Design cache_ctrl, sky130hd; sources not shown.
Run 1, cell area per tile:
Drawn at 3 px/um. The die is cut into 13 by 13 equal tiles; dark blue is low, red is high, 0 to 100% covered.
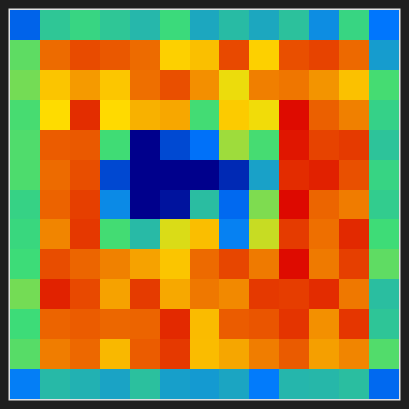
mean over tiles: 67%
fullest tile: 99%
emptiest ninth of the die: middle
tiles over 75% full: 56%
Starting Density: 36.66%
core area: 14530 um2
Core Util, Final: 78.62%

Run 1, port wiring:
Drawn at 2 px/um.
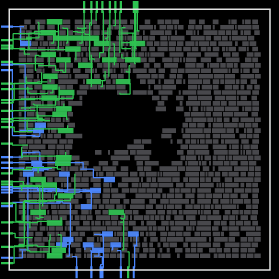
| colour | port | direction | edge | end cells | buffers | wire |
|---|---|---|---|---|---|---|
| blue | `cache_addr_o` | output | 11 left, 6 bottom | 17 | 17 | 609 um |
| green | `mem_wdata_o` | output | 21 left, 10 top, 1 bottom | 32 | 32 | 1330 um |
quantity of I/O buffers inserted on ports: 299
I/O pin cnt: 301

Run 1, metal 1:
Drawn at 4 px/um. Supply wires on this layer in grey.
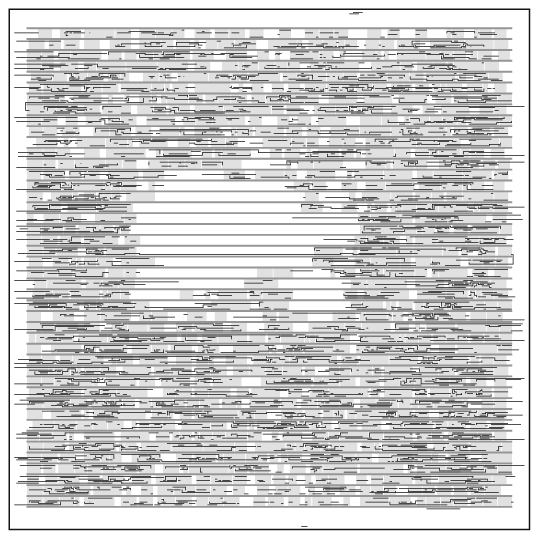
longest straight run: 50.1 um
share of all routed wire: 37%
main direction: horizontal
nets with wire on the layer: 998
grt met1 use: 29.10%
Total Wirelength: 25.67 mm
Vias: 6335

==> summary.txt, run 1 <==
impl run done, here's what came out: run status finished, violations left, failing checks setup timing, Post-Layout Inst Area ~11000 um2, Synth area leader dfxtp_1, # DRC 0, first drt pass iteration count 5, die boundary width ~130 um, Setup Crit Path Kind register to primary output, Late-Pin Clk Latency around 0.44 ns, ys cells 613, Max Freq 444.9 MHz, static leakage roughly 5.4 nW, Crit. End Element primary output, largest net degree at the start of global routing 17, Root Driver clkbuf_8, Slew Limit Fails 0, TritonCTS buffer count 17, chip area 16810 um2, first-pass GRT wire length 33.39 mm, placed cell count about 1.1k, initial antenna violation count 0, PnR worst setup slack -0.6478 ns, clk slew on worst S/H paths roughly 0.07 ns, RePlAce Congestion approximately 0.9, Iteration-0 DRC Markers around 320, non-filler instance count after layout around 1.2k, Synth Instances 613, Tcrit/Tclk final 140.5%, antenna cell count 0, class of the worst hold path primary input to register, Hold Fails Final Rpt 0, WHS Path Cells 3, Synth flops about 120, Post-synth ARST share 0%, CP required between 1 and 1.5 ns, Cell area leaders dfxtp_1 45%, nand2_1 12%, mux2_2 9.5%, RSZ-0062 raised after global routing true, fraction of layout cells with a size suffix above 1 50.84%, Slew @ Worst Pin ~0.97 ns, synth-to-layout area growth 114.4%, crit-path max FO 8, Synth Cell Area about 5300 um2, Setup violations, final 179, Synth cell types 31, Placement Cell Area 8632 um2, antenna-violating nets left 0, Power Density between 900 and 1000 nW/um2, Top FF cell, synth dfxtp_1, GRT overflow 0, Max transition margin a little over a third, die span in y ~130 um, count of library flops with an enable pin 0, Post-synth top cells 174 x nand2_1, 121 x dfxtp_1, 88 x a21oi_1, H-Tree Depth 4, Overall Global Routing Usage between 20% and 30%, routed len/inst between 20 and 25 um, Ys Warns 0, worst-case clock buffer depth 2, Seq/Total Area, Yosys 45.46%, top area contributor share 45.46%, OpenROAD warning count 29, Floorplan Nets between 700 and 800, Sink Count between 100 and 150, reg2reg setup slack -0.61 ns, mean area per synthesized cell roughly 8.7 um2, Max Cap Viol 0, logic depth of the worst register-to-register path 9, Worst VDD drop approximately 0.0006 V, type of origin of the critical path register, TritonCTS clock tree done, fin nets roughly 1.1k, hpwl dp around 15 mm, num rows approximately 44, crit path DAT ~1.9 ns, vias per cell around 5.3, vias in the first global route ~6.4k, Synth top cell by count nand2_1, final hold slack 0.06645 ns, Yosys Chip Area 5329 um2, fin crit period around 2.2 ns
-- run 1: metrics by stage --
stage	TNS (ns)	setup WS, ns	power (W)
after CTS	-102.81	-0.7053	0.01009
after global routing	-103.32	-0.6890	0.01148
final	-94.59	-0.6478	0.01105
after global placement	-85.42	-0.8027	0.006588
after detailed placement	-89.92	-0.8120	0.006604
after floorplan	-2.965	-0.05929	0.004853
-- run 1: final cells by class --
| type | instances | area (um2) |
|---|---|---|
| multi-input cells | 437 | 4014 |
| repair buffers | 366 | 3751 |
| fillers | 827 | 3107 |
| flip-flops and latches | 121 | 2495 |
| plain buffers | 51 | 571.8 |
| clock buffers | 20 | 275.3 |
| well taps | 184 | 230.2 |
| clock inverters | 10 | 80.08 |
| inverters | 2 | 10.01 |
-- run 1: per-layer routing --
layer / up-vias / wire (um) / GRT usage (%)
li1: 2889 / - / -
met1: 3055 / 9557 / 29.10
met2: 323 / 13180 / 45.10
met3: 68 / 2037 / 6.224
met4: 0 / 895 / 12.10
met5: - / 0 / -
-- run 1: kinds of logic (layout without fill, tap and decap cells) --
group / Yosys count / in the layout / share of synthesized area (%)
AND/OR/NAND/NOR: 228 / 228 / 17.70
AND-OR/OR-AND: 127 / 127 / 14.63
flip-flops: 121 / 121 / 45.46
multiplexers: 82 / 82 / 16.58
buffers and inverters: 55 / 449 / 5.635
-- run 1: placed cells by master, fill, tap and decap left out, types with 3 or more instances in the layout --
cell,synthesis,final
dfxtp_2,0,40
a21oi_2,0,71
clkbuf_1,20,13
nor2_2,0,7
mux2i_1,32,32
buf_12,0,14
buf_8,0,14
clkdlybuf4s50_1,0,121
nand2_1,174,93
clkbuf_8,0,21
buf_6,8,96
a221oi_1,32,3
buf_2,24,13
clkbuf_16,0,3
buf_4,1,17
clkinv_2,0,4
a221oi_2,0,29
dlygate4sd2_1,0,117
a21oi_1,88,16
inv_1,2,3
buf_16,0,6
and2_1,5,3
nand2_2,0,19
mux2_4,0,48
nand2_4,0,62
dfxtp_1,121,75
clkinvlp_4,0,3
dfxtp_4,0,6
nor2_1,34,9
nor2_4,0,18
-- run 1: report_power, final --
group | switching, W | internal [W] | total [W] | leakage (nW)
combinational | 0.00197 | 0.00290 | 0.00487 | 4.17
sequential | 0.000305 | 0.00331 | 0.00362 | 1.01
clock | 0.00125 | 0.00131 | 0.00256 | 0.185
-- run 1: worst max-delay path, stage by stage (launching register included) --
cell and delay (ns):
dfxtp_2 0.33, buf_6 0.12, nor3_4 0.14, buf_12 0.17
buf_12 0.14, buf_6 0.11, mux2_4 0.31, buf_6 0.12
-- run 1: timing repair --
action | in CTS | in global routing
pin swaps | 37 | 133
setup buffers | 46 | 18
cloned | 12 | 2
gates resized | 621 | 318
endpoints found under the hold margin | 0 | 0
endpoints found under the setup margin | 297 | 181
hold buffers | 0 | 0
==> run 2: changes to the inputs <==
--- a/config.mk
+++ b/config.mk
@@ -6,9 +6,10 @@
 export NUM_CORES = 1
 export LEC_CHECK = 0
 export ABC_CLOCK_PERIOD_IN_PS = 1600
-export CORE_MARGIN = 4
+export CORE_MARGIN = 8
 export CORE_UTILIZATION = 36
 export CTS_BUF_LIST = sky130_fd_sc_hd__clkbuf_8
+export CTS_CLUSTER_SIZE = 20
 export DETAILED_ROUTE_END_ITERATION = 6
 export GPL_TIMING_DRIVEN = 0
 export MAX_ROUTING_LAYER = met4
==> run 2 against run 1 <==
The run still ends with setup timing left. Sequential power decreased by 3%. Register-to-register slack improved by 0.10 ns. Routed wire length decreased by 1.2%. Die size increased by 13%. Sequential share of layout area increased by 1.1 points. Combinational power decreased by about 10%. Largest cell class unchanged.
==> summary.txt, run 2 <==
impl run done, here's what came out: run status finished, violations left, failing checks setup timing, Max Freq 436.1 MHz, Ys Warns 0, crit path DAT about 1.9 ns, Worst VDD drop between 0.0005 and 0.0006 V, Flop pwr share between 30% and 40%, Vias 6227, WHS Path Cells 3, Top FF cell, synth dfxtp_1, internal power around 0.0076 W, RSZ-0062 raised after global routing true, Synth flops approximately 120, area fraction in xor and xnor cells 0%, Max transition margin slightly above 50%, ys cells around 610, # DRC 0, quantity of I/O buffers inserted on ports about 300, routed len/inst about 21 um, logic depth of the worst register-to-register path 8, adder share 0%, fin crit period around 2.3 ns, initial antenna violation count 1, Late-Pin Clk Latency between 0.4 and 0.5 ns, Floorplan Nets around 740, crit-path max FO 9, first drt pass iteration count 4, Top logic family simple AND/OR/NAND/NOR gates, Iteration-0 DRC Markers around 270, worst-case clock buffer depth 2, largest net degree at the start of global routing 17, mean area per synthesized cell 8.693 um2, TritonCTS clock tree done, CP required between 1 and 1.5 ns, final hold slack roughly 0.067 ns, die span in y 137.7 um, fin nets 1108, Post-synth ARST share 0%, reg2reg setup slack -0.51 ns, Synth Cell Area ~5300 um2, switching part of the total power 29.24%, Crit. End Element primary output, chip area ~19000 um2, Synth cell types 31, Cell area leaders dfxtp_1 45%, nand2_1 12%, mux2_2 9.5%, Hold Fails Final Rpt 0, clk slew on worst S/H paths approximately 0.070 ns, static leakage around 6.4 nW, Overall Global Routing Usage 23.82%, Seq/Total Area, Yosys ~45%, Flop area around 2500 um2, Setup Crit Path Kind register to primary output, Sw Pwr roughly 0.0031 W, Post-CTS Hold Buffers 0, H-Tree Depth 4, PnR worst setup slack -0.6933 ns, Synth top cell by count nand2_1, Total Wirelength ~25 mm, Power Density about 990 nW/um2, type of origin of the critical path register, first-pass GRT wire length approximately 33 mm, fraction of layout cells with a size suffix above 1 around 34%, Yosys Chip Area 5329 um2, class of the worst hold path primary input to register, hpwl dp between 15 and 20 mm, RePlAce Congestion around 0.81, Basic Gates by Area 17.70%, Setup violations, final between 150 and 200
-- run 2: cell counts after synthesis --
Identical to the previous run, type by type.
-- run 2: cell families (layout without fill, tap and decap cells) --
group	after synthesis	after routing
AND/OR/NAND/NOR	228	228
AND-OR/OR-AND	127	127
flip-flops	121	121
multiplexers	82	82
buffers and inverters	55	438
other	0	1
-- run 2: repair_timing --
action | in CTS | in global routing
pin swaps | 7 | 16
buffers inserted | 24 | 17
cloned | 11 | 8
setup endpoints to repair | 297 | 299
endpoints found under the hold margin | 0 | 0
resized | 327 | 311
-- run 2: stage by stage --
step | worst slack (ns) | area (um2) | instances | TNS, ns | total power, W
detailed placement | -0.8105 | 8632 | 1096 | -90.85 | 0.006656
global placement | -0.8160 | 8632 | 1096 | -88.68 | 0.006627
CTS | -0.8409 | 9811 | 1160 | -94.58 | 0.01021
floorplan | -0.05929 | 5409 | 613 | -2.965 | 0.004853
global route | -0.7505 | 10880 | 1181 | -89.75 | 0.01116
finish | -0.6933 | 10880 | 1181 | -79.34 | 0.01072
-- run 2: layout make-up --
| type | count | share of cell area, % |
|---|---|---|
| timing repair buffer | 356 | 37.75 |
| multi-input combinational | 437 | 28.43 |
| sequential | 121 | 22.89 |
| buffer | 50 | 4.993 |
| clock buffer | 20 | 2.531 |
| tap | 184 | 2.117 |
| clock inverter | 10 | 1.173 |
| inverter | 2 | 0.09204 |
| antenna | 1 | 0.02301 |
-- run 2: critical path, stage by stage, from the launching register on --
cell and delay [ns]:
dfxtp_4 0.37, nor3_4 0.21, buf_12 0.14, buf_12 0.11
buf_12 0.13, buf_12 0.11, mux2_4 0.30, buf_6 0.12
-- run 2: layer usage --
layer | vias up | GRT usage [%] | wire length (um)
met3 | 59 | 7.987 | 2478
met2 | 305 | 38.55 | 12620
met4 | 0 | 9.716 | 839
met1 | 2990 | 26.48 | 9423
li1 | 2873 | - | -
met5 | - | - | 0
-- run 2: power by group through the flow --
stage	Clock (W)	Sequential, W	Combinational (W)
2_1_floorplan	0	0.00354	0.00131
3_3_place_gp	0	0.00354	0.00309
3_5_place_dp	0	0.00355	0.00311
4_1_cts	0.00286	0.00348	0.00387
5_1_grt	0.00301	0.00354	0.00462
6_report	0.00284	0.00351	0.00437
Run 2, cell area per tile:
Drawn at 3 px/um. The die is cut into 14 by 14 equal tiles; dark blue is low, red is high, 0 to 100% covered.
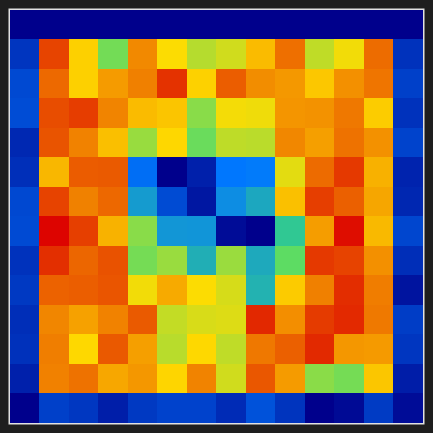
fullest tile: 100%
nearly empty tiles: 9.2%
mean over tiles: 56%
core area: 14480 um2
Core Util, Final: 75.11%
Starting Density: 36.80%

No activity file was given, so power comes from the tool's default toggle rates.
